==> run_1/clocks.png <==
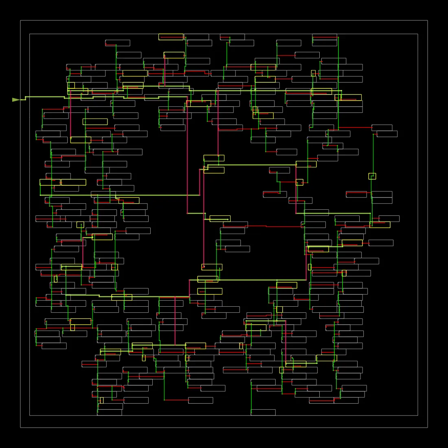
==> run_1/placement_by_type.png <==
Bar = 50 um.
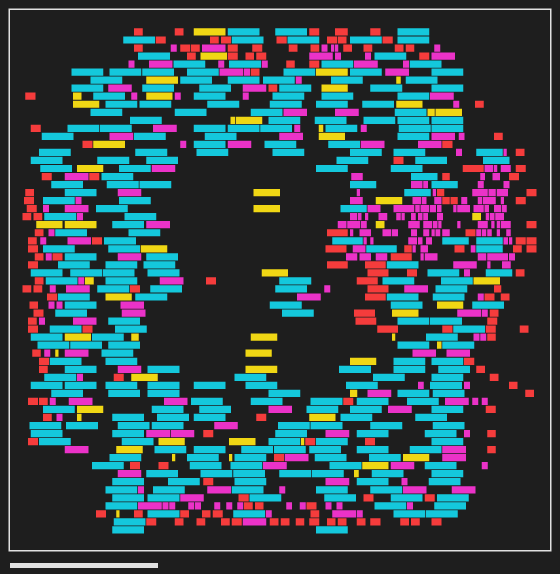
==> run_1/logic_types.png <==
Bar = 50 um.
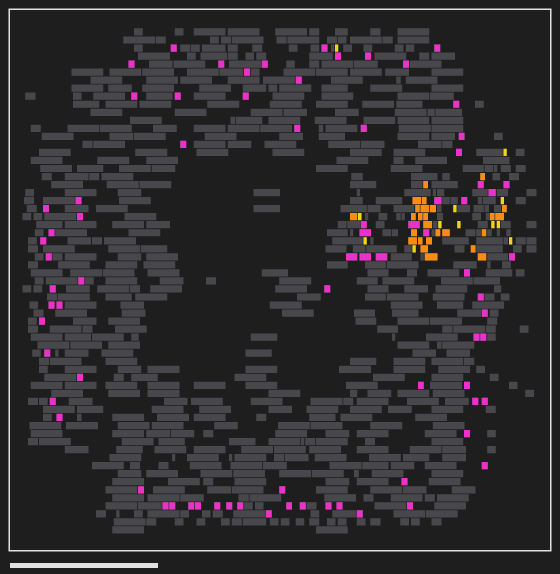
[config.mk]
export PLATFORM = sky130hd
export DESIGN_NAME = halton_pair_buffer
export DESIGN_NICKNAME = d
export VERILOG_FILES = /design/src/rtl/halton_pair_buffer.sv
export SDC_FILE = /design/constraint.sdc
export NUM_CORES = 1
export LEC_CHECK = 0
export CAP_MARGIN = 20
export CORE_MARGIN = 4
export CORE_UTILIZATION = 35
export DETAILED_ROUTE_END_ITERATION = 8
export SLEW_MARGIN = 30
export SYNTH_ARGS = -nofsm -noshare
export SYNTH_HDL_FRONTEND = slang
export SYNTH_SLANG_ARGS = --single-unit
[constraint.sdc]
create_clock -name clk -period 3.19 [get_ports clk]
set_input_delay 0.638 -clock clk [delete_from_list [all_inputs] [get_ports clk]]
set_output_delay 0.638 -clock clk [all_outputs]
set_load 0.03 [all_outputs]
[src/rtl/halton_pair_buffer.sv]
// Credit-controlled FWFT FIFO that buffers (base-2, base-3) Halton point pairs from a multi-base generator.
// Optional macro HALTON_PAIR_BUFFER_STATS_EN adds the pt_count output (dequeued point counter).
module halton_pair_buffer #(
    parameter int DEPTH = 4,
    parameter int WIDTH = 32
) (
    input  logic                       clk,
    input  logic                       rst,
    input  logic                       start,
    input  logic                       flush,
    output logic                       gen_pop,
    input  logic [WIDTH-1:0]           gen_x,
    input  logic [WIDTH-1:0]           gen_y,
    input  logic                       gen_valid,
    output logic [WIDTH-1:0]           out_x,
    output logic [WIDTH-1:0]           out_y,
    output logic                       out_valid,
    input  logic                       out_ready,
    output logic [$clog2(DEPTH):0]     level,
    output logic                       overflow,
    output logic                       busy
`ifdef HALTON_PAIR_BUFFER_STATS_EN
    ,
    output logic [31:0]                pt_count
`endif
);

    localparam int AW = $clog2(DEPTH);
    localparam int LW = AW + 1;
    localparam logic [LW-1:0] DEPTH_L  = LW'(DEPTH);
    localparam logic [LW:0]   DEPTH_S  = (LW+1)'(DEPTH);
    localparam logic [LW-1:0] CNT_ONE  = LW'(1);
    localparam logic [AW-1:0] PTR_ONE  = AW'(1);

    typedef enum logic [1:0] {
        S_IDLE  = 2'd0,
        S_RUN   = 2'd1,
        S_FLUSH = 2'd2
    } state_t;

    state_t          state_r;
    state_t          state_next_s;
    logic [LW-1:0]   level_r;
    logic [LW-1:0]   level_next_s;
    logic [LW-1:0]   outstanding_r;
    logic [AW-1:0]   wr_ptr_r;
    logic [AW-1:0]   rd_ptr_r;
    logic            overflow_r;
    logic [WIDTH-1:0] mem_x_r [DEPTH];
    logic [WIDTH-1:0] mem_y_r [DEPTH];

    logic            out_valid_s;
    logic            deq_s;
    logic            enq_s;
    logic            drop_s;
    logic            full_s;
    logic            clear_s;

    // Datapath handshake decode; the FIFO is blocked from draining while flushing.
    always_comb begin
        out_valid_s = (level_r != {LW{1'b0}}) && (state_r != S_FLUSH);
        deq_s       = out_valid_s && out_ready;
        full_s      = (level_r == DEPTH_L);
        enq_s       = gen_valid && (!full_s || deq_s);
        drop_s      = gen_valid && full_s && !deq_s;
        clear_s     = (state_r == S_FLUSH) && (outstanding_r == {LW{1'b0}});
    end

    // State register.
    always_ff @(posedge clk or posedge rst) begin
        if (rst) begin
            state_r <= S_IDLE;
        end else begin
            state_r <= state_next_s;
        end
    end

    // Next-state logic; flush wins over start while running.
    always_comb begin
        state_next_s = state_r;
        case (state_r)
            S_IDLE: begin
                if (start) state_next_s = S_RUN;
                else       state_next_s = S_IDLE;
            end
            S_RUN: begin
                if (flush) state_next_s = S_FLUSH;
                else       state_next_s = S_RUN;
            end
            S_FLUSH: begin
                if (clear_s) state_next_s = S_IDLE;
                else         state_next_s = S_FLUSH;
            end
            default: state_next_s = S_IDLE;
        endcase
    end

    // FSM outputs; requests are issued only when stored plus in-flight points still fit.
    always_comb begin
        busy    = (state_r != S_IDLE);
        gen_pop = (state_r == S_RUN) &&
                  (({1'b0, level_r} + {1'b0, outstanding_r}) < DEPTH_S);
    end

    // In-flight request counter; a stray return with nothing outstanding does not wrap it.
    always_ff @(posedge clk or posedge rst) begin
        if (rst) begin
            outstanding_r <= {LW{1'b0}};
        end else begin
            case ({gen_pop, gen_valid})
                2'b10:   outstanding_r <= outstanding_r + CNT_ONE;
                2'b01:   outstanding_r <= (outstanding_r != {LW{1'b0}}) ? outstanding_r - CNT_ONE
                                                                        : outstanding_r;
                default: outstanding_r <= outstanding_r;
            endcase
        end
    end

    // Occupancy after this cycle's enqueue/dequeue.
    always_comb begin
        case ({enq_s, deq_s})
            2'b10:   level_next_s = level_r + CNT_ONE;
            2'b01:   level_next_s = level_r - CNT_ONE;
            default: level_next_s = level_r;
        endcase
    end

    // Pointers, occupancy and sticky overflow; the flush clear overrides any same-edge traffic.
    always_ff @(posedge clk or posedge rst) begin
        if (rst) begin
            wr_ptr_r   <= {AW{1'b0}};
            rd_ptr_r   <= {AW{1'b0}};
            level_r    <= {LW{1'b0}};
            overflow_r <= 1'b0;
        end else begin
            if (drop_s) overflow_r <= 1'b1;
            else        overflow_r <= overflow_r;
            if (clear_s) begin
                wr_ptr_r <= {AW{1'b0}};
                rd_ptr_r <= {AW{1'b0}};
                level_r  <= {LW{1'b0}};
            end else begin
                if (enq_s) wr_ptr_r <= wr_ptr_r + PTR_ONE;
                if (deq_s) rd_ptr_r <= rd_ptr_r + PTR_ONE;
                level_r <= level_next_s;
            end
        end
    end

    // Point storage; contents are only observable through a valid head.
    always_ff @(posedge clk) begin
        if (enq_s) begin
            mem_x_r[wr_ptr_r] <= gen_x;
            mem_y_r[wr_ptr_r] <= gen_y;
        end
    end

    // Head presentation, held at zero whenever no valid point is shown.
    always_comb begin
        out_valid = out_valid_s;
        level     = level_r;
        overflow  = overflow_r;
        if (out_valid_s) begin
            out_x = mem_x_r[rd_ptr_r];
            out_y = mem_y_r[rd_ptr_r];
        end else begin
            out_x = {WIDTH{1'b0}};
            out_y = {WIDTH{1'b0}};
        end
    end

`ifdef HALTON_PAIR_BUFFER_STATS_EN
    logic [31:0] pt_count_r;

    // Dequeued-point counter; survives flush, cleared only by reset.
    always_ff @(posedge clk or posedge rst) begin
        if (rst) begin
            pt_count_r <= 32'd0;
        end else if (deq_s) begin
            pt_count_r <= pt_count_r + 32'd1;
        end else begin
            pt_count_r <= pt_count_r;
        end
    end

    assign pt_count = pt_count_r;
`else
`endif

endmodule

==> results.ini, run 1 <==
[run_status]
status=finished clean

[place]
post_dp_cell_area_um2=12700
place_inst=1043
io_buffer_count=140

[power]
finalPower_uw=14500
powerDensity_nw_per_um2=1050
peakVddDrop_v=0.000862

[setup_path]
startpoint=level[2]
worstSetupStartpointType=flip-flop
endpoint=out_y[13]
required_ns=2.55
r2r_end=level[2]
endpoint_kind=output pin
critPathArrivalTime_ns=2.42

[synth]
yosys_cells=528
ys.flop_type=edfxtp_1
ys_seq_frac=0.749
yosys.area.top_type=edfxtp_1
post-synth-top-count-cell=edfxtp_1
ys_types=47
top_cells_by_area=edfxtp_1 (72%), mux4_2 (13%), and3_1 (4.0%)

[clocking]
tritoncts=yes
clkSinkCount=269
clk_latency_ns=0.54
clk_path_buf_depth=3
cts-root-buf=clkbuf_16
postCtsHoldBufs=0

[route]
detail_route.vias_per_cell=5.06
met2_length_um=11000
drt-met1-wl_um=9760
drtAntennaViolNets=0
route.detailed.drc=0

[cells_and_area]
layout_top_cell=edfxtp_1
post-route-cell-area_um2=13700
nets=763
num_antenna_cells=0
seqCellArea_um2=8020
area_delta_synth_final_pct=28.3
logic_area_um2=2490

[global_route]
use_met2=0.221
grt_pass1_vias=6064
grt_overflow=0
grt.total_usage=0.133
grt_pass1_wl_um=35200
top_usage_layer=met2
antenna_found_initial=1
use_met3=0.0307

[timing]
finalSetupViolCount=0
worstMarginPinSlew_ns=0.569
setup_tns_ns=0
period_used_share=0.960
drv_slew=0
rsz0062_at_grt=no
max_slew_margin=0.620
fmax_ghz=0.327

[job]
maxCapViolCount=0

[floorplan]
fp-utilization=0.358
core_um2=29900
num_rows=63
ios=141
die_x_um=183

[min_path]
hp-class=in -> async

About clocks.png:
power in the clock group: 3630 uW
clock skew: 0.0157 ns

About placement_by_type.png:
Key: combinational and other logic = magenta [cells 226, share of their area 19%]; clock drivers and dummy loads = yellow [cells 56, share of their area 8.1%]; sequential cells = cyan [cells 269, share of their area 61%]; remaining buffers and delay cells = red [cells 158, share of their area 12%]

About logic_types.png:
Key: aoi and oai cells = orange [cells 26, most used o21ai_0]; and/or cells = magenta [cells 77, most used and3_1, where spread over the die]; inv cells = yellow [cells 12, most used inv_1, where east]

[run 1: layout make-up]
cell class / instances / share of cell area
clock buffers: 33 / 0.0570
clock inverters: 23 / 0.0206
inverters: 12 / 0.00328
multi-input cells: 214 / 0.181
flip-flops and latches: 269 / 0.584
well taps: 390 / 0.0355
repair buffers: 158 / 0.118
[run 1: flip-flops by register name (all words and copies together) (netlist names)]
| signal | count |
|---|---|
| mem_x_r | 128 |
| rd_ptr_r | 2 |
| outstanding_r | 3 |
| wr_ptr_r | 2 |
| state_r | 2 |
| overflow | 1 |
| mem_y_r | 128 |
| level | 3 |
[run 1: what timing repair did]
item                       4_1_cts  5_1_grt
gates resized                   64        1
setup endpoints to repair       64        1
pin swaps                        0        0
[run 1: cells by family (layout without fill, tap and decap cells)]
logic type | Yosys count | count (layout) | synth area share
xor gates and xnor gates | 3 | 3 | 0.00246
muxes | 69 | 69 | 0.140
buffers and inverters | 45 | 226 | 0.0209
adders and majority gates | 8 | 8 | 0.0108
DFF | 269 | 269 | 0.749
and+or+nand+nor | 106 | 106 | 0.0600
AOI/OAI and AO/OA | 28 | 28 | 0.0178
[run 1: report_power, final]
| group | switching [uW] | internal [uW] |
|---|---|---|
| registers | 223 | 4660 |
| logic | 3530 | 2430 |
| clock network | 1370 | 2260 |
| total | 5120 | 9350 |
[run 1: metrics by stage]
stage | setup slack (ns) | hold WS (ns)
6_report | 0.128 | 0.459
5_1_grt | 0.0101 | 0.491
4_1_cts | 0.0817 | 0.448
3_5_place_dp | 0.459 | 0.497
3_3_place_gp | 0.461 | 0.493
2_1_floorplan | 0.0277 | 0.483
[run 1: critical path, cell delays in order, from the launching register on]
cell and delay (ns):
dfrtp_1 0.49, or3_2 0.47, buf_4 0.30, and3_1 0.26, dlygate4sd2_1 0.36
==> inputs of run 2 (changes only) <==
--- a/config.mk
+++ b/config.mk
@@ -8,6 +8,7 @@
 export CAP_MARGIN = 20
 export CORE_MARGIN = 4
 export CORE_UTILIZATION = 35
+export CTS_BUF_LIST = sky130_fd_sc_hd__clkbuf_8
 export DETAILED_ROUTE_END_ITERATION = 8
 export SLEW_MARGIN = 30
 export SYNTH_ARGS = -nofsm -noshare
==> run 2 against run 1 <==
  * Highest routed layer unchanged
  * Flip-flop count unchanged
  * Count of clock-buffer cells in the layout up 16
  * Register-to-register slack about the same
  * Largest power group unchanged
==> results.ini, run 2 <==
[synth]
mux_share=0.140  ; unchanged
ys_seq_frac=0.749  ; unchanged
ys_sh_aoi=0.0178  ; unchanged
post-synth-top-count-cell=edfxtp_1  ; unchanged
synth_adder_area_share=0.0108  ; unchanged
ys.flop_type=edfxtp_1  ; unchanged

[power]
powerDensity_nw_per_um2=1020  ; was 1050 nW/um2
finalPower_uw=13900  ; was 14,500 uW

[run_status]
status=finished clean  ; unchanged

[min_path]
hp-class=in -> async  ; unchanged

[cells_and_area]
num_antenna_cells=0  ; unchanged
nets=779  ; was 763
top_regs=mem_x_r (128), mem_y_r (128)  ; unchanged
layout_top_cell=edfxtp_1  ; unchanged

[global_route]
grt_pass1_wl_um=35600  ; was 35,200 um
grt_pass1_vias=6288  ; was 6,064
grt.total_usage=0.135  ; was 0.133

[setup_path]
path_delay_family=simple AND/OR/NAND/NOR gates  ; unchanged
cpPeakStageDelay_ns=0.50  ; was 0.49 ns
critPathArrivalTime_ns=2.42  ; about the same
crit_slowest_cell=dfrtp_1  ; unchanged
worstSetupStartpointType=flip-flop  ; unchanged
cp.buffers_inverters=2  ; unchanged

[timing]
setup_tns_ns=0  ; unchanged
worstMarginPinSlew_ns=0.571  ; was 0.569 ns
finalSetupViolCount=0  ; unchanged
holdWs_ns=0.475  ; was 0.459 ns
finalWorstSetupSlack_ns=0.129  ; was 0.128 ns
fmax_ghz=0.327  ; about the same
clock_skew_ns=0.0203  ; was 0.0157 ns
period_used_share=0.959  ; was 0.960
rsz0062_at_grt=no  ; unchanged
max_slew_margin=0.619  ; was 0.620

[place]
post_dp_cell_area_um2=12700  ; unchanged
place_inst=1043  ; unchanged
io_buffer_count=140  ; unchanged
pre_cts_ws_ns=0.459  ; unchanged

[clocking]
clk_latency_ns=0.53  ; was 0.54 ns
postCtsHoldBufs=0  ; unchanged
tritoncts=yes  ; unchanged
clk_path_buf_depth=3  ; unchanged
clkSinkCount=269  ; unchanged

[floorplan]
ios=141  ; unchanged
num_rows=63  ; unchanged
die_x_um=183  ; unchanged
fp-utilization=0.358  ; unchanged

[route]
detail_route.vias_per_cell=5.02  ; was 5.06
drtAntennaViolNets=0  ; unchanged

[job]
maxCapViolCount=0  ; unchanged

[run 2: cell families after synthesis]
family | count (synthesis)
AOI/OAI and AO/OA | 28
xor gates and xnor gates | 3
adders and majority gates | 8
buffers and inverters | 45
DFF | 269
muxes | 69
and+or+nand+nor | 106
[run 2: report_power, final]
| part | leakage, uW | switching (uW) | total [uW] | internal [uW] |
|---|---|---|---|---|
| clock network | 0.000501 | 1350 | 3030 | 1680 |
| logic | 0.00185 | 3520 | 5950 | 2430 |
| registers | 0.00250 | 227 | 4890 | 4660 |
| total | 0.00485 | 5100 | 13900 | 8760 |
[run 2: final cells by class]
class	instances	area [um2]	share of cell area
Clock buffer	49	674	0.0497
Multi-Input combinational cell	214	2490	0.183
Sequential cell	269	8020	0.591
Clock inverter	36	240	0.0177
Inverter	12	45.0	0.00332
Tap cell	390	488	0.0359
Timing Repair Buffer	158	1620	0.119
[run 2: how the worst max path moves through the flow]
stage / startpoint / cells after the start / end
floorplan: gen_valid / 3 / mem_x_r[0][0]
global placement: rd_ptr_r[0] / 4 / out_y[28]
detailed placement: level[2] / 4 / out_y[13]
CTS: level[2] / 5 / out_valid
global route: level[2] / 4 / out_y[13]
finish: level[2] / 4 / out_y[13]
[run 2: routing by layer]
| layer | vias to the layer above | global-route usage | wire length, um |
|---|---|---|---|
| met2 | 179 | 0.225 | 11200 |
| met1 | 2907 | 0.177 | 9850 |
| met5 | - | 0 | 20 |
| met3 | 40 | 0.0359 | 1350 |
| li1 | 2532 | - | - |
| met4 | 2 | 0.0384 | 436 |
[run 2: what timing repair did]
item | 4_1_cts | 5_1_grt
buffers inserted | 0 | 0
setup endpoints to repair | 64 | 1
hold endpoints to repair | 0 | 0
pin swaps | 0 | 0
resized | 64 | 1
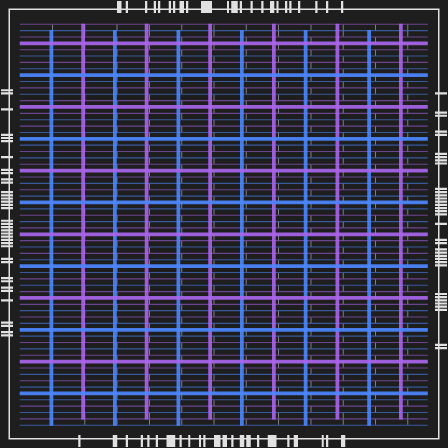
(run_2/power_grid.png)
Pins as bars on the die edge. Tap cells in gray.
Key: VDD = purple; VSS = blue
64 met1 rails follow the rows. 12 straps on met5. The core has 63 rows. 390 tap cells. 12 straps on met4.

Power is estimated from default activity; no workload was simulated.
